**src/rtl/wash_sequencer.sv**
```systemverilog
// Wash programme sequencer: charges the programme price, then steps WASH -> RINSE -> SPIN
// on per-second ticks with pause/resume, reporting phase, seconds left and balance.
module wash_sequencer #(
    parameter int TICK_DIV = 100_000_000
) (
    input  logic       clk,
    input  logic       rst,
    input  logic       start,
    input  logic       pause,
    input  logic [1:0] mode,
    input  logic [9:0] bal_in,
    output logic       busy,
    output logic [3:0] phase,
    output logic       paused,
    output logic [5:0] remain,
    output logic [9:0] bal_out,
    output logic       done,
    output logic       err
);

    localparam int TW = (TICK_DIV > 1) ? $clog2(TICK_DIV) : 1;
    localparam logic [TW-1:0] TICK_MAX = TW'(TICK_DIV - 1);

    typedef enum logic [2:0] {
        IDLE,
        WASH,
        RINSE,
        SPIN,
        PAUSE,
        DONE
    } state_t;

    state_t        state;
    state_t        saved;
    state_t        next_idle;
    state_t        next_cur;
    logic [1:0]    mode_q;
    logic [TW-1:0] tick;

    function automatic logic [9:0] price(input logic [1:0] m);
        case (m)
            2'd0:    price = 10'd5;
            2'd1:    price = 10'd8;
            2'd2:    price = 10'd12;
            default: price = 10'd3;
        endcase
    endfunction

    function automatic logic [5:0] dur(input logic [1:0] m, input state_t s);
        dur = 6'd0;
        case (s)
            WASH: begin
                case (m)
                    2'd0:    dur = 6'd10;
                    2'd1:    dur = 6'd20;
                    2'd2:    dur = 6'd30;
                    default: dur = 6'd0;
                endcase
            end
            RINSE: begin
                case (m)
                    2'd0:    dur = 6'd5;
                    2'd1:    dur = 6'd10;
                    2'd2:    dur = 6'd15;
                    default: dur = 6'd0;
                endcase
            end
            SPIN: begin
                case (m)
                    2'd0:    dur = 6'd5;
                    2'd1:    dur = 6'd10;
                    2'd2:    dur = 6'd15;
                    default: dur = 6'd10;
                endcase
            end
            default: dur = 6'd0;
        endcase
    endfunction

    // First phase after 'from' with a nonzero duration; IDLE means "from the top".
    function automatic state_t next_run(input logic [1:0] m, input state_t from);
        if (from == IDLE && dur(m, WASH) != 6'd0)
            next_run = WASH;
        else if ((from == IDLE || from == WASH) && dur(m, RINSE) != 6'd0)
            next_run = RINSE;
        else if (from != SPIN && dur(m, SPIN) != 6'd0)
            next_run = SPIN;
        else
            next_run = DONE;
    endfunction

    function automatic logic [3:0] phase_of(input state_t s);
        case (s)
            WASH:    phase_of = 4'b0001;
            RINSE:   phase_of = 4'b0010;
            SPIN:    phase_of = 4'b0100;
            DONE:    phase_of = 4'b1000;
            default: phase_of = 4'b0000;
        endcase
    endfunction

    always_comb begin
        next_idle = next_run(mode, IDLE);
        next_cur  = next_run(mode_q, state);
    end

    always_ff @(posedge clk) begin
        done <= 1'b0;
        err  <= 1'b0;
        if (rst) begin
            state   <= IDLE;
            saved   <= IDLE;
            mode_q  <= '0;
            tick    <= '0;
            busy    <= 1'b0;
            phase   <= '0;
            paused  <= 1'b0;
            remain  <= '0;
            bal_out <= '0;
        end else begin
            case (state)
                IDLE: begin
                    bal_out <= bal_in;
                    if (start) begin
                        if (bal_in >= price(mode)) begin
                            mode_q  <= mode;
                            bal_out <= bal_in - price(mode);
                            state   <= next_idle;
                            phase   <= phase_of(next_idle);
                            remain  <= dur(mode, next_idle);
                            tick    <= '0;
                            busy    <= (next_idle != DONE);
                            done    <= (next_idle == DONE);
                        end else begin
                            err <= 1'b1;
                        end
                    end
                end
                WASH, RINSE, SPIN: begin
                    // Pause wins over a coincident wrap: tick and remain stay frozen.
                    if (pause) begin
                        saved  <= state;
                        state  <= PAUSE;
                        paused <= 1'b1;
                    end else if (tick == TICK_MAX) begin
                        tick <= '0;
                        if (remain == 6'd1) begin
                            state  <= next_cur;
                            phase  <= phase_of(next_cur);
                            remain <= dur(mode_q, next_cur);
                            busy   <= (next_cur != DONE);
                            done   <= (next_cur == DONE);
                        end else begin
                            remain <= remain - 6'd1;
                        end
                    end else begin
                        tick <= tick + TW'(1);
                    end
                end
                PAUSE: begin
                    if (pause) begin
                        state  <= saved;
                        paused <= 1'b0;
                    end
                end
                DONE: begin
                    if (start) begin
                        state <= IDLE;
                        phase <= '0;
                    end
                end
                default: begin
                    state <= IDLE;
                end
            endcase
        end
    end

endmodule

```
**config.mk**
```make
export PLATFORM = sky130hd
export DESIGN_NAME = wash_sequencer
export DESIGN_NICKNAME = d
export VERILOG_FILES = /design/src/rtl/wash_sequencer.sv
export SDC_FILE = /design/constraint.sdc
export NUM_CORES = 1
export LEC_CHECK = 0
export ABC_CLOCK_PERIOD_IN_PS = 3600
export CAP_MARGIN = 20
export CORE_UTILIZATION = 57
export CTS_CLUSTER_DIAMETER = 100
export DETAILED_ROUTE_END_ITERATION = 10
export GPL_TIMING_DRIVEN = 0
export PLACE_DENSITY = 0.81
export SLEW_MARGIN = 40
export SYNTH_ARGS = -nofsm -noshare
export SYNTH_HDL_FRONTEND = slang
export SYNTH_SLANG_ARGS = --single-unit
```
**constraint.sdc**
```tcl
create_clock -name clk -period 3.6 [get_ports clk]
set_input_delay 0.36 -clock clk [delete_from_list [all_inputs] [get_ports clk]]
set_output_delay 0.36 -clock clk [all_outputs]
set_load 0.02 [all_outputs]
```
### Selected gate families

Drawn at 3 px/µm.
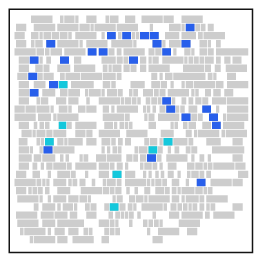
AND-OR and OR-AND gates: marked cyan, cells 7. XOR/XNOR gates: marked blue, cells 26.
combinational share of cell area: 51.74%
Top cell excl fill/tap: nor2_1

### A small window of the routed layout

Region (48, 48) to (73, 73) µm. Cells in gray, sequential cells in the stronger gray; small squares are vias.
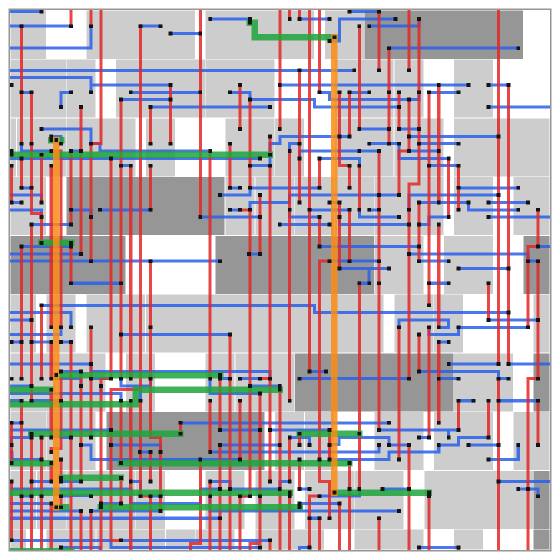
met3: marked green. met1: marked blue. met4: marked orange. met2: marked red.
Netlist names of flops here include tick (6). 62 logic cells have their middle in the window. Sequential cells in the window: 6. Most frequent: nor2_1 (6), nand2_1 (6), dfxtp_1 (6).

### Register map, names as in the netlist

Drawn at 6 px/µm. Other sequential cells in the stronger gray, the rest of the logic in the fainter gray.
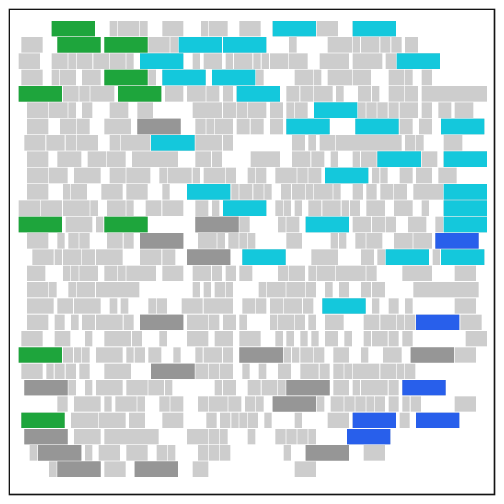
bal_out: marked green, flops 10. remain: marked blue, flops 6, where south-east. tick: marked cyan, flops 27.
Storage cell area: 1181 µm²
sequential power: 0.000888 W
final core occ: 72.04%
Seq/total area: 27.53%

==> qor.txt <==
Status -> complete, no violations
Static Leak -> 1.538 nW
Max power group -> combinational cells
Final hold slack -> 0.4587 ns
Final setup vio count -> 0
GPL Wtd Cong -> 0.8934
AND-OR/OR-AND share of the synthesized area -> 14.56%
Mux share -> 1.989%
Final TNS setup -> 0 ns
YS chip area -> 3523 µm²
Top cells by count, synth -> 63 x nor2_1, 59 x dfxtp_1, 35 x nand2_1, 21 x nor3_1, 20 x a21oi_1
Placed cell count -> 553
Crit start category -> primary input
CP Depth -> 12
Worst Hold Class -> reg -> reg
Final Skew -> 0.008543 ns
Dominant comb cell -> simple AND/OR/NAND/NOR gates
Post-CTS sizing -> 4
Hold Crit Endpoint -> phase[0]$_SDFFE_PP0P_
Xor/xnor share -> 6.463%
Critical-path cell list -> dlygate4sd2_1 > inv_1 > ha_4 > inv_1 > ha_1 > or4_4 > or4_4 > or4_4 > buf_6 > and3_1 > o21ai_0 > a21oi_1
Detail Route Antenna Nets -> 0
Cell area after layout -> 4290 µm²
Vias per cell -> 6.204
Adder share -> 6.605%
Final setup margin -> 0.2049 ns
Final Power -> 0.003262 W
PD cells -> 760.3 nW/µm²
Final worst-path cycle share -> 94.31%
Remaining Overflow, GRT -> 0
Share of cells above drive strength 1 -> 9.091%
Worst-case clock buffer depth -> 2
Placed instance area -> 4008 µm²
Tool warnings -> 35
Core area -> 5956 µm²
Core Util at FP -> 59.16%
Hold path depth -> 2
Sw frac -> 42.96%
Die Wd -> 80.62 µm
Top_reg_cell synth -> dfxtp_1
WS Path Type -> in -> reg
Residual DRC -> 0
Slew Limit Fails -> 0
Max VDD drop -> 0.0005272 V
Final-report hold violation count -> 0
Port buffer count -> 39
Worst setup path start -> mode[0]
Vias in the first global route -> 3,350
Int Power -> 0.001861 W
Clk. pwr -> 0.000741 W
CTS clk-pin slew, worst paths -> 0.07 ns
Unrepaired setup endpoints after global routing -> false
ANT cells -> 0
Area growth syn-to-layout -> 21.77%
Post-synth ARST share -> 0%
Clock buffers created by TritonCTS -> 9
FF-to-FF setup slack -> 0.89 ns
Buf/Inv on CP -> 4
Critical path endpoint category -> register
Synth unique cells -> 55
Largest fanout on the critical path -> 10
Post-synthesis cell count -> 439
Reg-to-reg critical path startpoint -> state[0]$_SDFFE_PP0P_
Syn Area/Cell -> 8.026 µm²
Delay-heaviest family, CP -> simple AND/OR/NAND/NOR gates
Hold Path Origin -> phase[0]$_SDFFE_PP0P_
Worst path most repeated cell -> or4_4
Slew @ Worst Pin -> 0.6944 ns
Crit path DAT -> 3.59 ns
Cell type with the largest total area -> dfxtp_1
Post-synth area hogs -> dfxtp_1 34%, nor2_1 6.7%, ha_1 6.0%
Setup WS pre-CTS -> -0.5240 ns
Comb pwr -> 0.00163 W
Chip area -> 6500 µm²
Post-synth EDFFs -> 0
CTS tree -> done
Initial DRC Count -> 399
Logic gate share of total power -> 50.1%
Hold_buf cts -> 0
Cells in synth_stat.txt -> 439
MaxCap Viol Count -> 0
Mapped Area -> 3523 µm²
Max incr delay on CP -> 0.56 ns
Sw power -> 0.001401 W
I/O Pins -> 40
Count leader, synth -> nor2_1
Post-synth seq share -> 33.52%
AND/OR/NAND/NOR Cells, Area Fraction -> 32.42%
Synth Warn # -> 0
Worst r2r path cells -> 8
Setup bufs post-CTS -> 0
Reg2reg end -> tick[4]$_SDFFE_PP0P_
# clock sinks -> 59
Slowest-stage cell, CP -> or4_4
Crit path to -> remain[3]$_SDFFE_PP0P_
First-pass GRT wire length -> 15,390 µm
Area leader share -> 33.52%
H-tree depth -> 3
Die Y -> 80.62 µm
Reg power frac -> 27.2%
Most instantiated logic cells after routing -> 63 x nor2_1, 59 x dfxtp_1, 37 x clkdlybuf4s50_1, 35 x nand2_1, 21 x nor3_1
First-pass iteration count of the detailed router -> 5
Slew headroom -> 53.54%
Antenna violations before repair -> 0
Clock Latency Late Sink -> 0.34 ns
Flops after synth -> 59
Crit path required time -> 3.80 ns
Non-Filler Instances -> 570
### Met1 routing

Drawn at 3 px/µm.
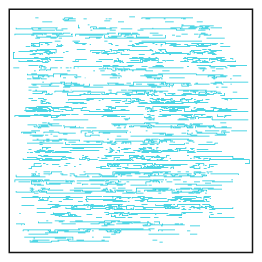
The longest straight run is 26.2 µm. 468 nets have wire on it. The layer holds 42% of the routed length.
M1 GR Usage: 37.29%
via count: 3,536
WL final: 9328 µm

### Routing congestion

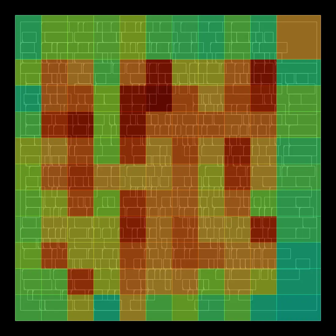
GR Util All Layers: 30.83%
GR peak layer: met2
wire per inst: 16.36 µm
met3 Track Usage GR: 9.091%
met2 GRT Util: 50.25%

-- final cells by class --
cell class / count / area [µm²]
Fill cell: 508 / 1665
Clock buffer: 9 / 123.9
Clock inverter: 7 / 116.4
Timing Repair Buffer: 40 / 399.1
Multi-Input combinational cell: 346 / 2220
Sequential cell: 59 / 1181
Inverter: 13 / 48.80
Buffer: 21 / 107.6
Tap cell: 75 / 93.84
-- metal layers --
metal  up-vias  global-route usage (%)  share of wire [%]
li1       1696                       -                  -
met1      1650                   37.29                 42
met2       161                   50.25                 47
met3        29                   9.091                8.3
met4         0                   13.39                2.6
met5         -                       0                  0
-- flip-flops by register name (all words and copies together) (netlist names) --
register and count:
mode_q 2, done 1, bal_out 10, remain 6
saved 3, err 1, paused 1, busy 1
tick 27, phase 4, state 3
Power is estimated from default activity; no workload was simulated.
